**config.mk**
```make
export PLATFORM = sky130hd
export DESIGN_NAME = xor_stream_decimator
export DESIGN_NICKNAME = d
export VERILOG_FILES = /design/src/rtl/disp_filter_pkg.sv /design/src/rtl/raster_pos_counter.sv /design/src/rtl/xor_stream_decimator.sv
export SDC_FILE = /design/constraint.sdc
export NUM_CORES = 1
export LEC_CHECK = 0
export CELL_PAD_IN_SITES_DETAIL_PLACEMENT = 2
export CELL_PAD_IN_SITES_GLOBAL_PLACEMENT = 2
export CORE_MARGIN = 4
export CORE_UTILIZATION = 39
export DETAILED_ROUTE_END_ITERATION = 12
export DONT_BUFFER_PORTS = 1
export GPL_TIMING_DRIVEN = 0
export PLACE_DENSITY = 0.81
export SYNTH_ARGS = -nofsm -noshare
export SYNTH_HDL_FRONTEND = slang
export SYNTH_SLANG_ARGS = --single-unit
```
**constraint.sdc**
```tcl
create_clock -name clk -period 4.65 [get_ports clk]
set_clock_uncertainty 0.2 [all_clocks]
set_input_delay 0.465 -clock clk [delete_from_list [all_inputs] [get_ports clk]]
set_output_delay 0.465 -clock clk [all_outputs]
set_load 0.01 [all_outputs]
```
**src/rtl/disp_filter_pkg.sv**
```systemverilog
// Shared types and helpers for the disparity filtering path.
//   conf_w / disp_w : widths of block confidence and disparity
//   popcount        : set-bit count of the low `width` bits of a vector
//   decim_pix_t     : one decimated output pixel with raster flags
package disp_filter_pkg;

    localparam int conf_w         = 8;
    localparam int disp_w         = 8;
    localparam int popcount_max_w = 32;
    localparam int fill_max_w     = 8;

    typedef struct packed {
        logic [disp_w-1:0]     disp;
        logic [conf_w-1:0]     conf;
        logic [fill_max_w-1:0] fill;
        logic                  sol;
        logic                  eol;
        logic                  eof;
    } decim_pix_t;

    // Callers zero-extend their vector to popcount_max_w and pass the real
    // width, so one function serves every mask width up to 32 bits.
    function automatic logic [fill_max_w-1:0] popcount(
        input logic [popcount_max_w-1:0] bits,
        input int                        width
    );
        logic [fill_max_w-1:0] cnt;
        cnt = '0;
        for (int i = 0; i < popcount_max_w; i++) begin
            if (i < width) cnt = cnt + fill_max_w'(bits[i]);
        end
        return cnt;
    endfunction

endpackage

```
**src/rtl/raster_pos_counter.sv**
```systemverilog
// Nested column / row / strip position counter for decimated raster output.
//   clk, reset : clock, synchronous active-high reset
//   en         : advance one pixel position
//   sol/eol    : current position is first / last column of a row
//   eof        : current position is the last pixel of the frame
module raster_pos_counter #(
    parameter int cols   = 120,
    parameter int rows   = 8,
    parameter int strips = 15
) (
    input  logic clk,
    input  logic reset,
    input  logic en,
    output logic sol,
    output logic eol,
    output logic eof
);

    localparam int col_w   = (cols   > 1) ? $clog2(cols)   : 1;
    localparam int row_w   = (rows   > 1) ? $clog2(rows)   : 1;
    localparam int strip_w = (strips > 1) ? $clog2(strips) : 1;

    localparam logic [col_w-1:0]   col_last   = col_w'(cols - 1);
    localparam logic [row_w-1:0]   row_last   = row_w'(rows - 1);
    localparam logic [strip_w-1:0] strip_last = strip_w'(strips - 1);

    logic [col_w-1:0]   col;
    logic [row_w-1:0]   row;
    logic [strip_w-1:0] strip;
    logic               last_row;
    logic               last_strip;

    assign sol        = (col == '0);
    assign eol        = (col == col_last);
    assign last_row   = (row == row_last);
    assign last_strip = (strip == strip_last);
    assign eof        = eol && last_row && last_strip;

    always_ff @(posedge clk) begin
        if (reset) begin
            col   <= '0;
            row   <= '0;
            strip <= '0;
        end else if (en) begin
            if (eol) begin
                col <= '0;
                if (last_row) begin
                    row   <= '0;
                    strip <= last_strip ? '0 : strip + strip_w'(1);
                end else begin
                    row <= row + row_w'(1);
                end
            end else begin
                col <= col + col_w'(1);
            end
        end
    end

endmodule

```
**src/rtl/xor_stream_decimator.sv**
```systemverilog
// Decimates the XOR mask stream into one disparity pixel per tile.
// Each decimate_factor x decimate_factor tile arrives as decimate_factor
// beats of decimate_factor mask bits; the set bits are counted and the
// block disparity is kept only when both fill and confidence clear their
// thresholds.
//   clk, reset          : clock, synchronous active-high reset
//   pix_stream_data     : mask bits of the current beat
//   conf_in / disp_in   : block confidence / disparity for the beat
//   pix_stream_valid    : beat valid (no backpressure)
//   fill_thresh         : minimum set-bit count for a valid pixel
//   conf_thresh         : minimum confidence for a valid pixel
//   out_valid           : one-cycle pulse per tile, 1 cycle after last beat
//   out_disp/conf/fill  : gated disparity, raw confidence, tile fill
//   out_sol/eol/eof     : raster flags, qualified by out_valid
module xor_stream_decimator
    import disp_filter_pkg::*;
#(
    parameter int decimate_factor  = 2,
    parameter int frame_w          = 240,
    parameter int strip_h          = 16,
    parameter int strips_per_frame = 15,
    parameter int fill_w           = $clog2(decimate_factor*decimate_factor + 1)
) (
    input  logic                       clk,
    input  logic                       reset,
    input  logic [decimate_factor-1:0] pix_stream_data,
    input  logic [7:0]                 conf_in,
    input  logic [7:0]                 disp_in,
    input  logic                       pix_stream_valid,
    input  logic [fill_w-1:0]          fill_thresh,
    input  logic [7:0]                 conf_thresh,
    output logic                       out_valid,
    output logic [7:0]                 out_disp,
    output logic [7:0]                 out_conf,
    output logic [fill_w-1:0]          out_fill,
    output logic                       out_sol,
    output logic                       out_eol,
    output logic                       out_eof
);

    localparam int beat_w = (decimate_factor > 1) ? $clog2(decimate_factor) : 1;
    localparam logic [beat_w-1:0] beat_last_idx = beat_w'(decimate_factor - 1);

    logic [beat_w-1:0] beat_p0;
    logic [fill_w-1:0] acc_p0;
    logic [fill_w-1:0] beat_pop;
    logic [fill_w-1:0] tile_sum;
    logic              last_beat;
    logic              tile_done;
    logic              pix_pass;
    logic              pos_sol;
    logic              pos_eol;
    logic              pos_eof;

    logic              vld_p1;
    logic [disp_w-1:0] disp_p1;
    logic [conf_w-1:0] conf_p1;
    logic [fill_w-1:0] fill_p1;
    logic              sol_p1;
    logic              eol_p1;
    logic              eof_p1;

    always_comb begin
        beat_pop  = fill_w'(popcount(popcount_max_w'(pix_stream_data), decimate_factor));
        tile_sum  = acc_p0 + beat_pop;
        last_beat = (beat_p0 == beat_last_idx);
        tile_done = pix_stream_valid && last_beat;
        pix_pass  = (tile_sum >= fill_thresh) && (conf_in >= conf_thresh);
    end

    // Position reflects the pixel being emitted this tile; it advances
    // after the flags have been captured.
    raster_pos_counter #(
        .cols   (frame_w / decimate_factor),
        .rows   (strip_h / decimate_factor),
        .strips (strips_per_frame)
    ) u_pos (
        .clk   (clk),
        .reset (reset),
        .en    (tile_done),
        .sol   (pos_sol),
        .eol   (pos_eol),
        .eof   (pos_eof)
    );

    // ---- stage p0 -> p1: tile accumulation and output register ----
    always_ff @(posedge clk) begin
        if (reset) begin
            beat_p0 <= '0;
            acc_p0  <= '0;
            vld_p1  <= 1'b0;
            disp_p1 <= '0;
            conf_p1 <= '0;
            fill_p1 <= '0;
            sol_p1  <= 1'b0;
            eol_p1  <= 1'b0;
            eof_p1  <= 1'b0;
        end else begin
            vld_p1 <= tile_done;
            // Flags are cleared on non-output cycles so they never appear
            // without out_valid.
            sol_p1 <= tile_done && pos_sol;
            eol_p1 <= tile_done && pos_eol;
            eof_p1 <= tile_done && pos_eof;
            if (pix_stream_valid) begin
                if (last_beat) begin
                    beat_p0 <= '0;
                    acc_p0  <= '0;
                    disp_p1 <= pix_pass ? disp_in : '0;
                    conf_p1 <= conf_in;
                    fill_p1 <= tile_sum;
                end else begin
                    beat_p0 <= beat_p0 + beat_w'(1);
                    acc_p0  <= tile_sum;
                end
            end
        end
    end

    assign out_valid = vld_p1;
    assign out_disp  = disp_p1;
    assign out_conf  = conf_p1;
    assign out_fill  = fill_p1;
    assign out_sol   = sol_p1;
    assign out_eol   = eol_p1;
    assign out_eof   = eof_p1;

endmodule
```
**Run 1: signal wires by layer**

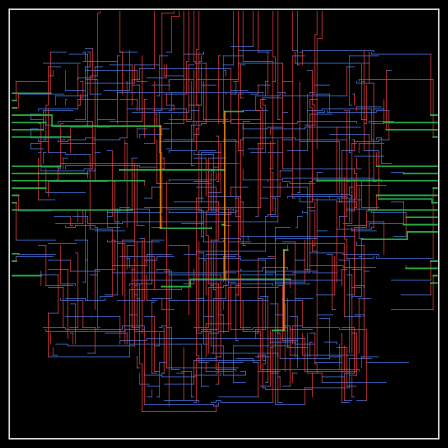
Blue marks M1, wire length 2,380 µm. Orange marks M4, wire length 65.3 µm. Red marks M2, wire length 3,040 µm. Green marks M3, wire length 340 µm.

**Run 1: PDN straps and rails**

The bar under the picture is 20 µm long. Pins as bars on the die edge.
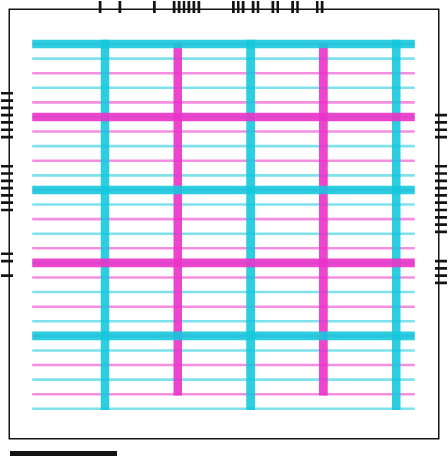
Magenta marks VDD. Cyan marks VSS.
The core has 25 rows. 5 straps on met5. 26 met1 rails follow the rows.

**Run 1: clock wires, drivers and flops**

The bar under the picture is 20 µm long.
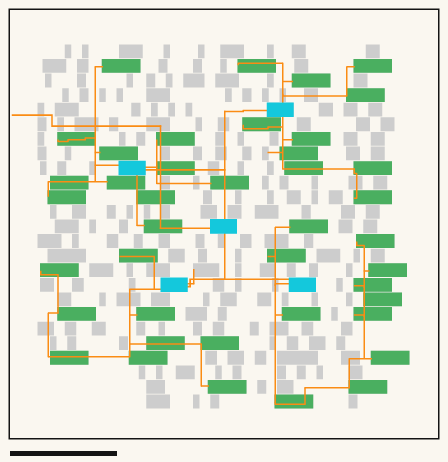
Cyan marks clock-net drivers, count 5. Green marks flip-flops, count 41. Orange marks clock wires, length 517 µm.
There are 6 routed clock nets.

==> run 1: stage by stage <==
stage	worst slack, ns	hold slack [ns]	power [mW]	util
2_1_floorplan	2.20	0.249	0.434	-
3_3_place_gp	1.93	0.260	0.451	0.432
3_5_place_dp	1.87	0.299	0.460	0.432
4_1_cts	2.01	0.0462	0.695	0.450
5_1_grt	1.88	0.0418	0.720	0.450
6_report	2.04	0.0527	0.684	0.450
==> run 1: kinds of logic (layout without fill, tap and decap cells) <==
| group | count (synthesis) | count (layout) | share of synthesized area |
|---|---|---|---|
| AOI/OAI and AO/OA | 46 | 46 | 0.132 |
| muxes | 3 | 3 | 0.0149 |
| and+or+nand+nor | 90 | 90 | 0.252 |
| xor gates and xnor gates | 6 | 6 | 0.0262 |
| DFF | 41 | 41 | 0.408 |
| buffers and inverters | 27 | 34 | 0.0573 |
| adders and majority gates | 17 | 17 | 0.110 |
==> run 1: registers in the layout, summed over array words and instances (netlist names) <==
name,count
out_conf,8
out_disp,8
u_pos.col,7
u_pos.strip,4
acc_p0,3
out_fill,3
u_pos.row,3
beat_p0,1
out_eof,1
out_eol,1
out_sol,1
out_valid,1
==> run 1: cell usage in the layout, fill, tap and decap left out, types with 3 or more instances in the layout <==
cell,n
ha_1,16
o21ai_0,9
nand2b_1,4
clkbuf_8,6
nand3b_1,19
inv_1,14
nor2_1,10
a21oi_1,24
mux2i_1,3
xor2_1,3
nor3_1,6
nand4_1,3
clkbuf_1,10
o31ai_1,8
xnor2_1,3
nand2_1,32
dfxtp_1,41
==> run 1: critical path, delay by kind of cell (launching register included) <==
| family | cells | cell delay (ns) |
|---|---|---|
| compound gates | 3 | 0.93 |
| fa+ha+maj | 2 | 0.80 |
| flops | 1 | 0.33 |
| simple gates | 1 | 0.15 |
| buf+inv | 1 | 0.06 |
==> metrics.yaml, run 1 <==
status:
  status: "finished clean"
min_path:
  hold_end: "out_valid$_SDFF_PP0_"
  min_path_cells: 1
  hp-start: "reset"
  hold_class: "in2reg"
route:
  drc: 0
  drt_iter0_markers: 60
  vias_per_cell: 5.55
  wl_met2_um: 3030
  routedWlPerCell_um: 19.1
  routed_wl_um: 5820
  met1_length_um: 2380
  dr_wl_met3_um: 339
  ant_nets: 0
  num_vias: 1688
  dr.max_layer_used: "met4"
final_layout:
  fin_area_um2: 2180
  fin_nets: 286
  drive_gt1_frac: 0.0506
  multi_input_comb_cells: 162
  syn_to_final_growth_pct: 8.47
  seq_area_um2: 821
  clk_share: 0.0396
  num-fill-cells: 564
  fin_cells: 304
  comb_area_frac: 0.493
  signal_buffers: 13
  inv_count: 14
  n_clock_buffer: 7
  diodes: 0
  seq_share: 0.377
  mi_logic_area_um2: 1070
  ff_count: 41
  largest_class: "combinational gates"
  area_share_nonclk_buffers: 0.0287
global_routing:
  grt_max_degree: 12
  grt_pass1_wl_um: 9620
  top_usage_layer: "met2"
  antenna_found_initial: 0
  grt_overflow: 0
  met1_usage: 0.218
  grt_usage: 0.197
  met2_usage: 0.364
  grt_pass1_vias: 1909
  grt_use_met3: 0.0632
sta:
  relSlewSlack: 0.564
  tightest_slew_ns: 0.654
  fmax_ghz: 0.383
  hold_viol: 0
  fin_crit_sh: 0.562
  tns_ns: 0
  period_minus_slack_ns: 2.61
  rsz0062_at_grt: "false"
  setup_violations: 0
  slew_viol_final: 0
clock_tree:
  cts_setup_buffers: 0
  root_buffer: "clkbuf_8"
  cts_resized: 0
  cts_hold_buf: 0
  cts_buffers: 5
  ctsLongestPathBuffers: 2
  h-tree-depth: 2
  tritoncts: "yes"
  path_clk_slew_ns: 0.08
  cts_sinks: 41
  clk_latency_ns: 0.29
synth:
  async_flop_share: 0
  ys_top_cells_by_count: "41 x dfxtp_1, 32 x nand2_1, 24 x a21oi_1"
  syn_avg_cell_area_um2: 8.74
  ys_seq_elements: 41
  ys_seq_share: 0.408
  ys_chip_area_um2: 2010
  syn_area_um2: 2010
  most_common_cell: "dfxtp_1"
  yosysTopAreaCell: "dfxtp_1"
  yosysUniqueCellTypes: 35
  edf_count: 0
  synth_warnings: 0
  topCellsByArea: "dfxtp_1 41%, ha_1 10%, nand3b_1 7.1%"
  syn_inst: 230
  yosysTopAreaCellShare: 0.408
  synthesis.nets: 279
  yosysCellCount: 230
  ff_type: "dfxtp_1"
critical_path:
  cp.arrival_ns: 2.56
  crit_chain: "fa_1 > inv_1 > ha_1 > nand2b_1 > a21o_1 > a21oi_1 > o31ai_1"
  ff2ff_setup_slack_ns: 2.04
  r2r_start: "acc_p0[0]$_SDFFE_PP0P_"
  endpoint: "out_disp[3]$_SDFFE_PP0P_"
  cp-startpoint: "acc_p0[0]$_SDFFE_PP0P_"
  r2r_end: "out_disp[3]$_SDFFE_PP0P_"
  cpPeakStageDelay_ns: 0.55
  cp_max_fo: 8
  path_class: "reg2reg"
  r2r_cells: 7
  worst_setup_path_end_kind: "flop"
  cpMaxStageDelayCell: "a21oi_1"
  crit_path_start_kind: "flop"
  cp.required_ns: 4.59
placement:
  post_dp_cell_area_um2: 2090
  dp_cells: 297
  port_buffers: 0
  place.gp.congestion: 0.788
power_and_ir_drop:
  leakagePower_nw: 0.825
  switchingPower_uw: 176
  top_power_group: "registers"
  intPower_uw: 508
  clkPwrFrac: 0.342
  p_sw_frac: 0.258
  p_per_area_nw_per_um2: 314
  pg_clk_uw: 234
  p_seq_uw: 372
  p_comb_frac: 0.114
  power.share.sequential: 0.544
  powerComb_uw: 77.9
  ir_worst_vdd_v: 0.000138
die:
  taps: 67
  fp.dieW_um: 79.8
  fp.dieH_um: 79.8
  fp-utilization: 0.414
  rows: 25
  dieArea_um2: 6360
  ios: 55
  core_um2: 4850
flow_run:
  cap_violations: 0
  openroad.warnings: 27
==> run 2, diff against run 1 <==
CORE_UTILIZATION = 36   (was 39)
PLACE_DENSITY = 0.75   (was 0.81)
clock period = 2.45 ns   (was 4.65 ns; I/O delays follow)
**Run 2: signal wires by layer**

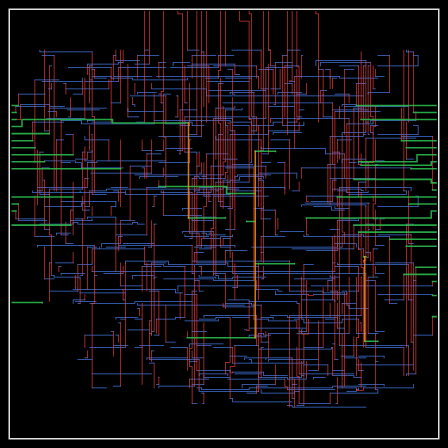
Green marks M3, wire length 388 µm. Blue marks M1, wire length 2,630 µm. Orange marks M4, wire length 70.7 µm. Red marks M2, wire length 2,900 µm.

==> metrics.yaml, run 2 <==
status:
  status: "finished clean"
power_and_ir_drop:
  leakagePower_nw: 0.898  # +8.9%
  ir_worst_vdd_v: 0.000253  # +84%
  p_per_area_nw_per_um2: 566  # +80%
route:
  drt_iter0_markers: 64  # +6.7%
  vias_per_cell: 5.34  # -3.8%
  ant_nets: 0  # unchanged
  routedWlPerCell_um: 18.5  # -3.5%
  routed_wl_um: 5990  # +2.9%
  drc: 0  # unchanged
  num_vias: 1731  # +2.5%
critical_path:
  ff2ff_setup_slack_ns: 0.15  # -1.89 ns
  cp.required_ns: 2.40  # -2.19 ns
  cp.arrival_ns: 2.25  # -0.31 ns
  cp_max_fo: 8  # unchanged
  cp.buffers_inverters: 1  # unchanged
  r2r_start: "acc_p0[0]$_SDFFE_PP0P_"
  cpMaxStageDelayCell: "fa_1"
  cp_top_family: "adder cells"
  r2r_cells: 7  # unchanged
  crit_chain: "fa_1 > inv_1 > ha_1 > nand2b_1 > a21o_1 > a21oi_4 > o31ai_1"
  worst_setup_path_end_kind: "flop"
  r2r_end: "out_disp[4]$_SDFFE_PP0P_"
  cpPeakStageDelay_ns: 0.53  # -0.02 ns
  cp-startpoint: "acc_p0[0]$_SDFFE_PP0P_"
flow_run:
  openroad.warnings: 27  # unchanged
  cap_violations: 0  # unchanged
clock_tree:
  path_clk_slew_ns: 0.08  # about the same
  cts_setup_buffers: 0  # unchanged
  ctsLongestPathBuffers: 2  # unchanged
  cts_resized: 1  # +1
  clk_latency_ns: 0.29  # about the same
  cts_buffers: 5  # unchanged
  cts_sinks: 41  # unchanged
  h-tree-depth: 2  # unchanged
  root_buffer: "clkbuf_8"
  cts_hold_buf: 17  # +17
final_layout:
  inv_count: 14  # unchanged
  clk_share: 0.0365  # -0.00310
  comb_area_frac: 0.459  # -0.0338
  num-fill-cells: 611  # +8.3%
  drive_gt1_frac: 0.0512  # +0.000548
  diodes: 0  # unchanged
  syn_to_final_growth_pct: 17.7
  largest_class: "combinational gates"
  signal_buffers: 30  # +17
  n_clock_buffer: 7  # unchanged
  layout.cells.most_common: "dfxtp_1"
  multi_input_comb_cells: 162  # unchanged
  seq_area_um2: 821  # unchanged
  utilization: 0.449  # -0.000830
  layout_top_cells: "41 x dfxtp_1, 32 x nand2_1, 23 x a21oi_1, 19 x nand3b_1, 17 x dlygate4sd3_1"
  mi_logic_area_um2: 1080  # +1.0%
  area_share_nonclk_buffers: 0.0984  # +0.0697
sta:
  tns_ns: 0  # unchanged
  tightest_slew_ns: 0.735  # +0.0808 ns
  hold_viol: 0  # unchanged
  slew_viol_final: 0  # unchanged
  fin_crit_sh: 0.940  # +0.378
  fmax_ghz: 0.434  # +13%
  setup_violations: 0  # unchanged
  period_minus_slack_ns: 2.30  # -0.309 ns
synth:
  yosysUniqueCellTypes: 35  # unchanged
  yosysTopAreaCellShare: 0.408  # unchanged
  edf_count: 0  # unchanged
  topCellsByArea: "dfxtp_1 41%, ha_1 10%, nand3b_1 7.1%"
  ys_seq_elements: 41  # unchanged
  ff_type: "dfxtp_1"
  synthMuxAreaShare: 0.0149  # unchanged
  async_flop_share: 0  # unchanged
  syn_area_um2: 2010  # unchanged
  syn_avg_cell_area_um2: 8.74  # unchanged
  yosysCellCount: 230  # unchanged
  synthesis.nets: 279  # unchanged
  ys_top_cells_by_count: "41 x dfxtp_1, 32 x nand2_1, 24 x a21oi_1"
  ys_seq_share: 0.408  # unchanged
  ys_chip_area_um2: 2010  # unchanged
  syn_inst: 230  # unchanged
  compound_area_frac: 0.132  # unchanged
  synth_warnings: 0  # unchanged
  synthTopLogicFamily: "simple AND/OR/NAND/NOR gates"
  adder_share: 0.110  # unchanged
  synthSimpleGateAreaFrac: 0.252  # unchanged
placement:
  place.gp.congestion: 0.744  # -5.6%
  port_buffers: 0  # unchanged
die:
  fp-utilization: 0.381  # -0.0332
  taps: 70  # +4.5%
  fp.dieW_um: 82.7  # +3.7%
  ios: 55  # unchanged
  fp.dieH_um: 82.7  # +3.7%
  core_um2: 5270  # +8.7%
  rows: 26  # +4.0%
min_path:
  hold_class: "in2reg"
global_routing:
  grt_overflow: 0  # unchanged
  antenna_found_initial: 0  # unchanged
  grt_pass1_vias: 1849  # -3.1%
  grt_pass1_wl_um: 9520  # -1.0%
  grt_usage: 0.184  # -0.0125
==> run 2: cell count changes in the layout (fill, tap and decap cells not counted) <==
cell	before	now
a21oi_4	0	1
a21oi_1	24	23
dlygate4sd3_1	0	17
==> run 2: logic make-up after synthesis <==
family                   count (synthesis)
AND-OR/OR-AND                           46
XOR/XNOR                                 6
adder cells (fa/ha/maj)                 17
buffers and inverters                   27
flip-flops                              41
multiplexers                             3
AND/OR/NAND/NOR                         90
==> run 2: report_power, final <==
group	switching (mW)	internal [mW]	leakage [nW]
Combinational	0.100	0.0771	0.522
Clock	0.232	0.224	0.0443
Sequential	0.0217	0.684	0.332
==> run 2: worst min-delay path: stages <==
cell     delay (ns)
buf_4          0.13
xnor2_1        0.08
nor2_1         0.07
==> run 2: worst min path at each step <==
stage	start	end	slack [ns]	cells past startpoint
final	pix_stream_valid	beat_p0$_SDFFE_PP0P_	0.08	3
after global routing	pix_stream_valid	acc_p0[1]$_SDFFE_PP0P_	0.09	3
after floorplan	reset	out_valid$_SDFF_PP0_	0.13	1
after global placement	reset	out_valid$_SDFF_PP0_	0.15	1
after detailed placement	reset	out_valid$_SDFF_PP0_	0.13	1
after CTS	pix_stream_valid	beat_p0$_SDFFE_PP0P_	0.07	3
==> run 2: metal layers <==
metal  share of wire  vias up  GRT usage
li1                -      840          -
met1            0.44      837      0.218
met2            0.48       45      0.319
met3           0.065        9     0.0607
met4           0.012        0     0.0458
met5               0        -          0
==> run 2: through the flow <==
stage | worst slack (ns) | hold slack (ns) | instances | area (µm²)
floorplan | 0.214 | 0.125 | 230 | 2010
detailed placement | -0.161 | 0.134 | 300 | 2100
finish | 0.147 | 0.0765 | 324 | 2360
CTS | 0.0580 | 0.0715 | 324 | 2360
global placement | -0.105 | 0.147 | 300 | 2100
global route | 0.00545 | 0.0931 | 324 | 2360
Power is estimated from default activity; no workload was simulated.
